$ cat config.mk
export PLATFORM = sky130hd
export DESIGN_NAME = bcd_serial_subtractor_flat
export DESIGN_NICKNAME = d
export VERILOG_FILES = /design/src/rtl/bcd_sub_if.sv /design/src/rtl/bcd_serial_subtractor.sv /design/src/flat_wrapper.sv
export SDC_FILE = /design/constraint.sdc
export NUM_CORES = 1
export LEC_CHECK = 0
export ABC_AREA = 1
export ABC_CLOCK_PERIOD_IN_PS = 5300
export CORE_ASPECT_RATIO = 2
export CORE_MARGIN = 3
export CORE_UTILIZATION = 57
export DETAILED_ROUTE_END_ITERATION = 10
export PLACE_DENSITY = 0.86
export SKIP_LAST_GASP = 1
export SLEW_MARGIN = 20
export SYNTH_ARGS = -nofsm -noshare
export SYNTH_HDL_FRONTEND = slang
export SYNTH_SLANG_ARGS = --single-unit
export TNS_END_PERCENT = 30
$ cat constraint.sdc
create_clock -name clk -period 5.3 [get_ports clk]
set_clock_uncertainty 0.15 [all_clocks]
set_input_delay 0.53 -clock clk [delete_from_list [all_inputs] [get_ports clk]]
set_output_delay 0.53 -clock clk [all_outputs]
set_load 0.01 [all_outputs]
$ cat src/rtl/bcd_sub_if.sv
// Handshake and operand bundle for the serial BCD subtractor.
// The requester drives start/a/b; the subtractor returns status and result.
interface bcd_sub_if #(
    parameter int DIGITS = 4
);
    logic                  start;
    logic [4*DIGITS-1:0]   a;
    logic [4*DIGITS-1:0]   b;
    logic                  busy;
    logic                  done;
    logic [4*DIGITS-1:0]   diff;
    logic                  negative;
    logic                  invalid;

    modport master (
        output start, a, b,
        input  busy, done, diff, negative, invalid
    );

    modport slave (
        input  start, a, b,
        output busy, done, diff, negative, invalid
    );
endinterface

$ cat src/rtl/bcd_serial_subtractor.sv
// Packed-BCD subtractor computing A-B one digit per clock (LSB first);
// a negative result is turned into sign+magnitude by a ten's-complement pass.
module bcd_serial_subtractor #(
    parameter int DIGITS = 4
) (
    input  logic        clk,
    input  logic        rst,
    bcd_sub_if.slave    bus
);
    localparam int W     = 4 * DIGITS;
    localparam int IDX_W = (DIGITS > 1) ? $clog2(DIGITS) : 1;

    typedef enum logic [1:0] {IDLE, SUB, COMP, FIN} state_t;

    state_t             state_reg, state_next;
    logic [W-1:0]       a_reg, b_reg, diff_reg;
    logic [IDX_W-1:0]   idx_reg;
    logic               borrow_reg, negative_reg, invalid_reg;

    logic [DIGITS-1:0]  nibble_bad;
    logic               any_bad;
    logic               last_digit;
    logic [3:0]         x_dig, y_dig, res_dig;
    logic [4:0]         t;
    logic               borrow_out;

    // Operand validity is judged on the live inputs, at the moment start is accepted.
    for (genvar gi = 0; gi < DIGITS; gi++) begin : g_check
        assign nibble_bad[gi] = (bus.a[4*gi +: 4] > 4'd9) || (bus.b[4*gi +: 4] > 4'd9);
    end
    assign any_bad    = |nibble_bad;
    assign last_digit = (idx_reg == IDX_W'(DIGITS - 1));

    // Shared digit cell: SUB computes a_i - b_i, COMP computes 0 - diff_i.
    always_comb begin
        x_dig      = (state_reg == COMP) ? 4'd0 : a_reg[idx_reg*4 +: 4];
        y_dig      = (state_reg == COMP) ? diff_reg[idx_reg*4 +: 4] : b_reg[idx_reg*4 +: 4];
        t          = {1'b0, x_dig} - {1'b0, y_dig} - {4'b0000, borrow_reg};
        borrow_out = t[4];
        res_dig    = t[4] ? (t[3:0] + 4'd10) : t[3:0];
    end

    always_ff @(posedge clk) begin
        if (rst) begin
            state_reg <= IDLE;
        end else begin
            state_reg <= state_next;
        end
    end

    always_comb begin
        state_next = state_reg;
        case (state_reg)
            IDLE: if (bus.start) state_next = any_bad ? FIN : SUB;
            SUB:  if (last_digit) state_next = borrow_out ? COMP : FIN;
            COMP: if (last_digit) state_next = FIN;
            FIN:  state_next = IDLE;
            default: state_next = IDLE;
        endcase
    end

    always_comb begin
        bus.busy = (state_reg != IDLE);
        bus.done = (state_reg == FIN);
    end

    always_ff @(posedge clk) begin
        if (rst) begin
            a_reg        <= '0;
            b_reg        <= '0;
            diff_reg     <= '0;
            idx_reg      <= '0;
            borrow_reg   <= 1'b0;
            negative_reg <= 1'b0;
            invalid_reg  <= 1'b0;
        end else begin
            case (state_reg)
                IDLE: begin
                    if (bus.start) begin
                        a_reg        <= bus.a;
                        b_reg        <= bus.b;
                        diff_reg     <= '0;
                        idx_reg      <= '0;
                        borrow_reg   <= 1'b0;
                        negative_reg <= 1'b0;
                        invalid_reg  <= any_bad;
                    end
                end
                SUB: begin
                    diff_reg[idx_reg*4 +: 4] <= res_dig;
                    if (last_digit) begin
                        // A final borrow means A < B: restart the index for the complement pass.
                        idx_reg      <= '0;
                        borrow_reg   <= 1'b0;
                        negative_reg <= borrow_out;
                    end else begin
                        idx_reg    <= idx_reg + IDX_W'(1);
                        borrow_reg <= borrow_out;
                    end
                end
                COMP: begin
                    diff_reg[idx_reg*4 +: 4] <= res_dig;
                    borrow_reg <= last_digit ? 1'b0 : borrow_out;
                    idx_reg    <= last_digit ? '0 : (idx_reg + IDX_W'(1));
                end
                default: ;
            endcase
        end
    end

    assign bus.diff     = diff_reg;
    assign bus.negative = negative_reg;
    assign bus.invalid  = invalid_reg;
endmodule

$ cat src/flat_wrapper.sv
// flat-port wrapper written by rule: the top's interface ports become plain ports
module bcd_serial_subtractor_flat 
#(
    parameter int DIGITS = 4
)
  (clk, rst, bus_start, bus_a, bus_b, bus_busy, bus_done, bus_diff, bus_negative, bus_invalid);
  bcd_sub_if #(.DIGITS(DIGITS)) bus_i ();
  input  logic clk;
  input  logic rst;
  input wire logic [$bits(bus_i.start)-1:0] bus_start;
  input wire logic [$bits(bus_i.a)-1:0] bus_a;
  input wire logic [$bits(bus_i.b)-1:0] bus_b;
  output wire logic [$bits(bus_i.busy)-1:0] bus_busy;
  output wire logic [$bits(bus_i.done)-1:0] bus_done;
  output wire logic [$bits(bus_i.diff)-1:0] bus_diff;
  output wire logic [$bits(bus_i.negative)-1:0] bus_negative;
  output wire logic [$bits(bus_i.invalid)-1:0] bus_invalid;
  assign bus_i.start = bus_start;
  assign bus_i.a = bus_a;
  assign bus_i.b = bus_b;
  assign bus_busy = bus_i.busy;
  assign bus_done = bus_i.done;
  assign bus_diff = bus_i.diff;
  assign bus_negative = bus_i.negative;
  assign bus_invalid = bus_i.invalid;
  bcd_serial_subtractor #(.DIGITS(DIGITS)) u_core (.clk(clk), .rst(rst), .bus(bus_i));
endmodule
**Congestion heat map**

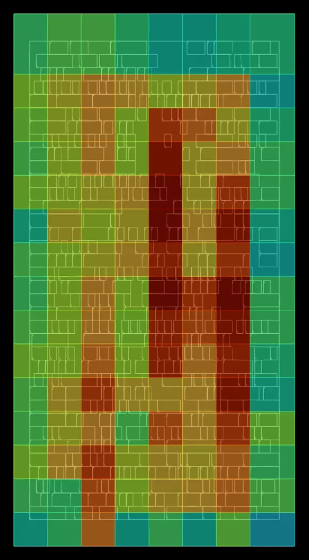
met1 usage: 29.27%
Finished Core Util: 73.25%
GR peak layer: met2

**Logic cells by family**

The bar under the picture is 20 um long.
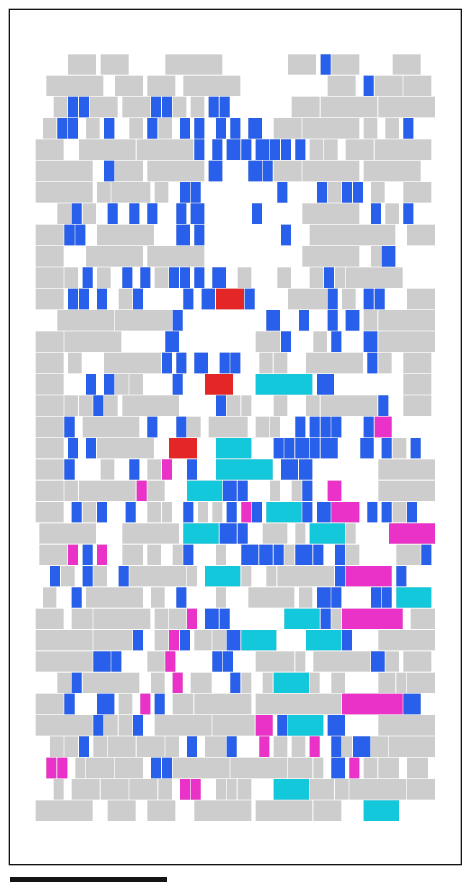
Cyan marks adder and majority cells, cells 16. Magenta marks NOR gates, cells 25. Red marks AND-OR and OR-AND gates, cells 3. Blue marks NAND gates, cells 180, where all over the die.

**Supply network**

Pins as bars on the die edge.
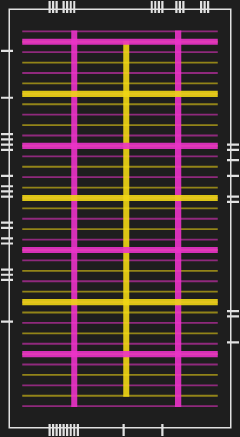
Magenta marks VSS. Yellow marks VDD.
7 straps on met5. 55 signal pins sit on the boundary. 3 straps on met4.

**Signal wires on met1**

The bar under the picture is 20 um long. Supply wires on this layer in grey.
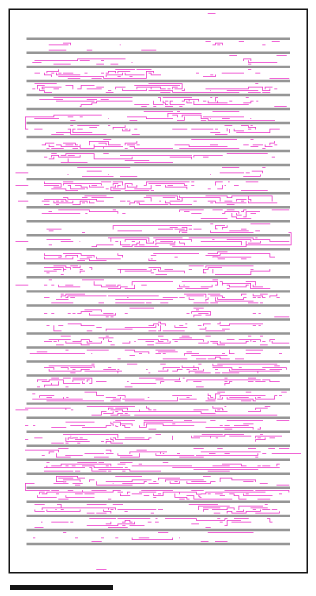
466 nets have wire on it. The layer holds 37% of the routed length. The wires run mostly horizontal. The layer carries 2910 um of wire. The longest straight run is 27.6 um.

**Metal 3**

The bar under the picture is 20 um long.
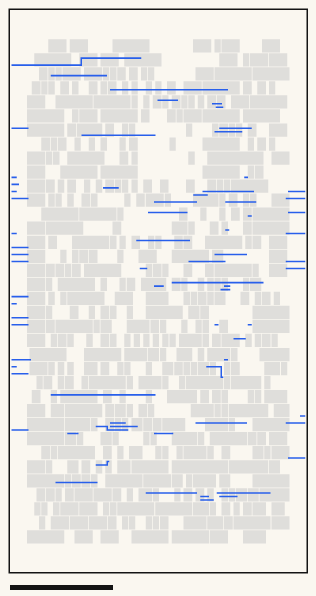
The longest straight run is 22.5 um. The layer holds 4.2% of the routed length.

==> power by group <==
group	leakage, nW	switching (W)	internal [W]
Combinational	0.931	0.000966	0.000472
Sequential	0.449	0.0000485	0.000486
Clock	0.0644	0.000138	0.000188
==> final cells by class <==
type                            instances  area (um2)  share of cell area, %
Multi-Input combinational cell        316        1677                  45.78
Sequential cell                        55        1101                  30.07
Timing Repair Buffer                   55       543.0                  14.83
Inverter                               33       133.9                  3.656
Tap cell                               57       71.32                  1.947
Clock buffer                            5       68.82                  1.879
Clock inverter                          3       67.56                  1.845
==> worst max-delay path, delay by kind of cell (launching register included) <==
family	cells	cell delay, ns
simple gates	8	0.67
buf+inv	4	0.78
compound gates	2	0.37
fa+ha+maj	4	1.62
flops	1	0.37
==> GITHUB_STEP_SUMMARY <==
## Implementation flow summary

| Metric | Value |
|---|---|
| Die Ht | 108.9 um |
| Area delta synth->final | 21.25% |
| Most instantiated logic cells after routing | 143 x nand2_1, 57 x a21oi_1, 55 x dfxtp_1 |
| PD cells | 627.8 nW/um2 |
| Worst Min Path Start | u_core.a_reg[13] |
| Final Hold Vio Count | 0 |
| Unique cell types | 35 |
| Final Max-Slew Violation Tally | 0 |
| Asr flop ratio synth | 0% |
| CP Max Fanout | 21 |
| Initial antenna violation count | 0 |
| DR DRC count | 0 |
| Power Total | 0.002299 W |
| Dpl cells | 516 |
| Yosys reg bits | 55 |
| Fmax | 242.7 MHz |
| Placement Setup Slack | 1.260 ns |
| P_leak | 1.444 nW |
| Placement Rows | 36 |
| Post-CTS Setup Repair Bufs | 0 |
| Status | complete, no violations |
| Syn avg cell area | 7.074 um2 |
| Clk_lat worst skew | 0.32 ns |
| First-pass GRT wire length | 13190 um |
| Hold endpoint | u_core.a_reg[13] |
| Largest net degree at the start of global routing | 56 |
Power figures rest on the tool's default switching activity, not on a simulated workload.
